[src/rtl/fsm_stim_sequencer_if.sv]
// Handshake/bus bundle between a stimulus source (master) and fsm_stim_sequencer (slave).
interface fsm_stim_sequencer_if;
    logic       mode;
    logic       btn_in;
    logic [2:0] sw_in;
    logic       wr_en;
    logic [2:0] wr_addr;
    logic [2:0] wr_data;
    logic [2:0] len;
    logic       start;
    logic       fsm_btn;
    logic [2:0] fsm_sw;
    logic       busy;
    logic       done;
    logic [2:0] step_idx;

    modport master (
        output mode, btn_in, sw_in, wr_en, wr_addr, wr_data, len, start,
        input  fsm_btn, fsm_sw, busy, done, step_idx
    );

    modport slave (
        input  mode, btn_in, sw_in, wr_en, wr_addr, wr_data, len, start,
        output fsm_btn, fsm_sw, busy, done, step_idx
    );
endinterface

[src/rtl/fsm_stim_sequencer.sv]
// Stimulus sequencer: manual debounced button/switch pass-through or programmed auto playback.
// Define SEQ_LOOP_EN to repeat the programmed sequence until mode drops or reset.
//
// state   | meaning
// IDLE    | manual pass-through, program memory writable
// APPLY   | present mem[step_idx] on fsm_sw (setup cycle)
// PULSE   | issue one fsm_btn pulse
// DWELL   | hold DWELL-1 cycles, then next step or finish
// DONE    | one-cycle done pulse, return to IDLE
module fsm_stim_sequencer #(
    parameter int DEB_CYCLES = 4,
    parameter int DWELL      = 16
) (
    input  logic                 clk,
    input  logic                 rst,
    fsm_stim_sequencer_if.slave  bus
);
    localparam int               DEB_W      = (DEB_CYCLES > 1) ? $clog2(DEB_CYCLES) : 1;
    localparam logic [DEB_W-1:0] DEB_LAST   = DEB_W'(DEB_CYCLES - 1);
    localparam logic [7:0]       DWELL_LOAD = 8'(DWELL - 2);

    localparam logic [2:0] S_IDLE  = 3'd0;
    localparam logic [2:0] S_APPLY = 3'd1;
    localparam logic [2:0] S_PULSE = 3'd2;
    localparam logic [2:0] S_DWELL = 3'd3;
    localparam logic [2:0] S_DONE  = 3'd4;

    logic [2:0]       state_q, state_d;
    logic [2:0]       step_q, step_d;
    logic [2:0]       len_q, len_d;
    logic [7:0]       dwell_q, dwell_d;
    logic [2:0]       fsm_sw_q, fsm_sw_d;
    logic             fsm_btn_q, fsm_btn_d;
    logic             busy_q, busy_d;
    logic             done_q, done_d;
    logic [2:0]       mem_q [8];
    logic [2:0]       mem_d [8];

    logic             sync1_q, sync2_q;
    logic             deb_q, deb_d;
    logic             deb_prev_q;
    logic [DEB_W-1:0] deb_cnt_q, deb_cnt_d;

    // Level flips only after DEB_LAST+1 consecutive samples that disagree with it.
    always_comb begin
        deb_cnt_d = '0;
        deb_d     = deb_q;
        if (sync2_q != deb_q) begin
            if (deb_cnt_q == DEB_LAST) begin
                deb_d = sync2_q;
            end else begin
                deb_cnt_d = deb_cnt_q + 1'b1;
            end
        end
    end

    always_comb begin
        mem_d = mem_q;
        if (bus.wr_en && !busy_q) begin
            mem_d[bus.wr_addr] = bus.wr_data;
        end
    end

    always_comb begin
        state_d   = state_q;
        step_d    = step_q;
        len_d     = len_q;
        dwell_d   = dwell_q;
        fsm_sw_d  = fsm_sw_q;
        fsm_btn_d = 1'b0;
        done_d    = 1'b0;
        case (state_q)
            S_IDLE: begin
                fsm_sw_d  = bus.sw_in;
                // Edges seen outside IDLE are simply lost, never queued.
                fsm_btn_d = deb_q & ~deb_prev_q;
                if (bus.start && bus.mode) begin
                    state_d = S_APPLY;
                    step_d  = 3'd0;
                    len_d   = bus.len;
                end
            end
            S_APPLY: begin
                fsm_sw_d = mem_q[step_q];
                state_d  = S_PULSE;
            end
            S_PULSE: begin
                fsm_btn_d = 1'b1;
                dwell_d   = DWELL_LOAD;
                state_d   = S_DWELL;
            end
            S_DWELL: begin
                if (dwell_q == 8'd0) begin
                    if (step_q == len_q) begin
`ifdef SEQ_LOOP_EN
                        done_d  = 1'b1;
                        step_d  = 3'd0;
                        state_d = S_APPLY;
`else
                        state_d = S_DONE;
`endif
                    end else begin
                        step_d  = step_q + 1'b1;
                        state_d = S_APPLY;
                    end
                end else begin
                    dwell_d = dwell_q - 1'b1;
                end
            end
            S_DONE: begin
                done_d  = 1'b1;
                state_d = S_IDLE;
            end
            default: begin
                state_d = S_IDLE;
            end
        endcase
        if (state_q != S_IDLE && !bus.mode) begin
            state_d   = S_IDLE;
            fsm_btn_d = 1'b0;
            done_d    = 1'b0;
        end
        busy_d = (state_d != S_IDLE);
    end

    always_ff @(posedge clk or posedge rst) begin
        if (rst) begin
            state_q    <= S_IDLE;
            step_q     <= 3'd0;
            len_q      <= 3'd0;
            dwell_q    <= 8'd0;
            fsm_sw_q   <= 3'd0;
            fsm_btn_q  <= 1'b0;
            busy_q     <= 1'b0;
            done_q     <= 1'b0;
            sync1_q    <= 1'b0;
            sync2_q    <= 1'b0;
            deb_q      <= 1'b0;
            deb_prev_q <= 1'b0;
            deb_cnt_q  <= '0;
            for (int i = 0; i < 8; i++) begin
                mem_q[i] <= 3'd0;
            end
        end else begin
            state_q    <= state_d;
            step_q     <= step_d;
            len_q      <= len_d;
            dwell_q    <= dwell_d;
            fsm_sw_q   <= fsm_sw_d;
            fsm_btn_q  <= fsm_btn_d;
            busy_q     <= busy_d;
            done_q     <= done_d;
            sync1_q    <= bus.btn_in;
            sync2_q    <= sync1_q;
            deb_q      <= deb_d;
            deb_prev_q <= deb_q;
            deb_cnt_q  <= deb_cnt_d;
            for (int i = 0; i < 8; i++) begin
                mem_q[i] <= mem_d[i];
            end
        end
    end

    assign bus.fsm_btn  = fsm_btn_q;
    assign bus.fsm_sw   = fsm_sw_q;
    assign bus.busy     = busy_q;
    assign bus.done     = done_q;
    assign bus.step_idx = step_q;
endmodule

[src/flat_wrapper.sv]
// flat-port wrapper written by rule: the top's interface ports become plain ports
module fsm_stim_sequencer_flat 
#(
    parameter int DEB_CYCLES = 4,
    parameter int DWELL      = 16
)
  (clk, rst, bus_mode, bus_btn_in, bus_sw_in, bus_wr_en, bus_wr_addr, bus_wr_data, bus_len, bus_start, bus_fsm_btn, bus_fsm_sw, bus_busy, bus_done, bus_step_idx);
  fsm_stim_sequencer_if bus_i ();
  input  logic clk;
  input  logic rst;
  input wire logic [$bits(bus_i.mode)-1:0] bus_mode;
  input wire logic [$bits(bus_i.btn_in)-1:0] bus_btn_in;
  input wire logic [$bits(bus_i.sw_in)-1:0] bus_sw_in;
  input wire logic [$bits(bus_i.wr_en)-1:0] bus_wr_en;
  input wire logic [$bits(bus_i.wr_addr)-1:0] bus_wr_addr;
  input wire logic [$bits(bus_i.wr_data)-1:0] bus_wr_data;
  input wire logic [$bits(bus_i.len)-1:0] bus_len;
  input wire logic [$bits(bus_i.start)-1:0] bus_start;
  output wire logic [$bits(bus_i.fsm_btn)-1:0] bus_fsm_btn;
  output wire logic [$bits(bus_i.fsm_sw)-1:0] bus_fsm_sw;
  output wire logic [$bits(bus_i.busy)-1:0] bus_busy;
  output wire logic [$bits(bus_i.done)-1:0] bus_done;
  output wire logic [$bits(bus_i.step_idx)-1:0] bus_step_idx;
  assign bus_i.mode = bus_mode;
  assign bus_i.btn_in = bus_btn_in;
  assign bus_i.sw_in = bus_sw_in;
  assign bus_i.wr_en = bus_wr_en;
  assign bus_i.wr_addr = bus_wr_addr;
  assign bus_i.wr_data = bus_wr_data;
  assign bus_i.len = bus_len;
  assign bus_i.start = bus_start;
  assign bus_fsm_btn = bus_i.fsm_btn;
  assign bus_fsm_sw = bus_i.fsm_sw;
  assign bus_busy = bus_i.busy;
  assign bus_done = bus_i.done;
  assign bus_step_idx = bus_i.step_idx;
  fsm_stim_sequencer #(.DEB_CYCLES(DEB_CYCLES), .DWELL(DWELL)) u_core (.clk(clk), .rst(rst), .bus(bus_i));
endmodule
[config.mk]
export PLATFORM = sky130hd
export DESIGN_NAME = fsm_stim_sequencer_flat
export DESIGN_NICKNAME = d
export VERILOG_FILES = /design/src/rtl/fsm_stim_sequencer_if.sv /design/src/rtl/fsm_stim_sequencer.sv /design/src/flat_wrapper.sv
export SDC_FILE = /design/constraint.sdc
export NUM_CORES = 1
export LEC_CHECK = 0
export ABC_AREA = 1
export CAP_MARGIN = 20
export CORE_MARGIN = 1.5
export CORE_UTILIZATION = 41
export DETAILED_ROUTE_END_ITERATION = 10
export SLEW_MARGIN = 20
export SYNTH_ARGS = -nofsm -noshare
export SYNTH_HDL_FRONTEND = slang
export SYNTH_SLANG_ARGS = --single-unit
export TNS_END_PERCENT = 30
[constraint.sdc]
create_clock -name clk -period 1.4 [get_ports clk]
set_clock_uncertainty 0.05 [all_clocks]
set_input_delay 0.14 -clock clk [delete_from_list [all_inputs] [get_ports clk]]
set_output_delay 0.14 -clock clk [all_outputs]
set_load 0.02 [all_outputs]
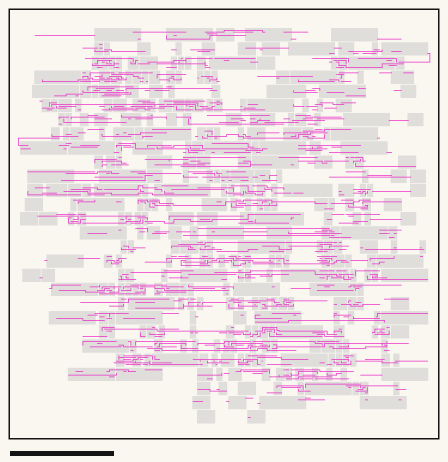
Figure 1: the metal 1 layer.
Bar = 20 um. Cells faint in the background.
The layer carries 2840 um of wire. The layer holds 52% of the routed length.
met1 usage: 0.253
via count of the routed design: 2217
final wirelength: 5430 um

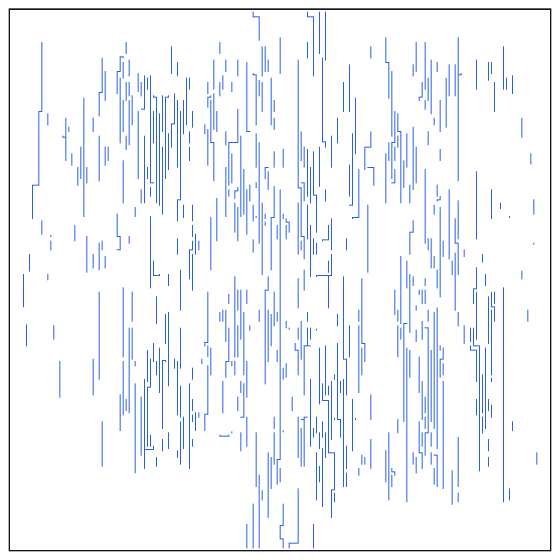
Figure 2: signal wires on met2.
The longest straight run is 41.1 um. 317 nets have wire on it. The layer holds 44% of the routed length.

==> reports/qor.yml <==
slew_viol_final: 0
clockBufferDepth: 2
detailed_place.area_sq_um: 3120
cts-buffers-inserted: 5
slew_headroom: 0.806
seq_area_sq_um: 1330
finalHoldViolations: 0
layout_top_cells: "nand2_1, dfrtp_1, inv_1"
status: "complete, but fails checks"
taps: 75
cp-end-kind: "register"
crit_type: "reg -> reg"
worstSetupStartpoint: "u_core.dwell_q[0]"
layout.cells.non_filler: 453
yosys-stat-area_sq_um: 2580
r2r_end: "u_core.bus.busy"
setup_viol: 1
violations: "setup timing"
p_clk_frac: 0.150
common_cells: "nand2_1, dfrtp_1, inv_1"
rows: 28
holdWs_ns: 0.195
power_mw: 5.73
ys_warn_count: 0
hold_path.class: "in -> async"
grt_pass1_vias: 2020
power_leader: "sequential cells"
pg_comb_mw: 2.40
synthAdderAreaFrac: 0.0146
drt_iter0_drc: 122
cp_cell_sequence: "inv_2 -> ha_4 -> nand2_4 -> o21ai_4 -> nand3_2 -> a21oi_2 -> nand2_1"
finish.utilization: 0.547
worst_slack_ns: -0.0355
wl_met2_um: 2400
clkbuf_count: 6
top_register: "u_core.mem_q"
slowest_stage: "dfrtp_1"
mux_share: 0.00437
comb_area_sq_um: 1140
postRouteAntennaNets: 0
routed.top_layer: "met4"
yosysCellCount: 322
clock-root-buffer: "clkbuf_8"
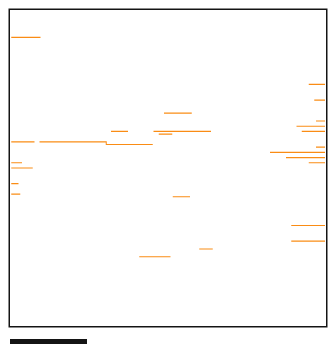
Figure 3: the metal 3 layer.
Bar = 20 um.
The layer holds 3.1% of the routed length. The layer carries 167 um of wire. 23 nets have wire on it. The longest straight run is 17.2 um.

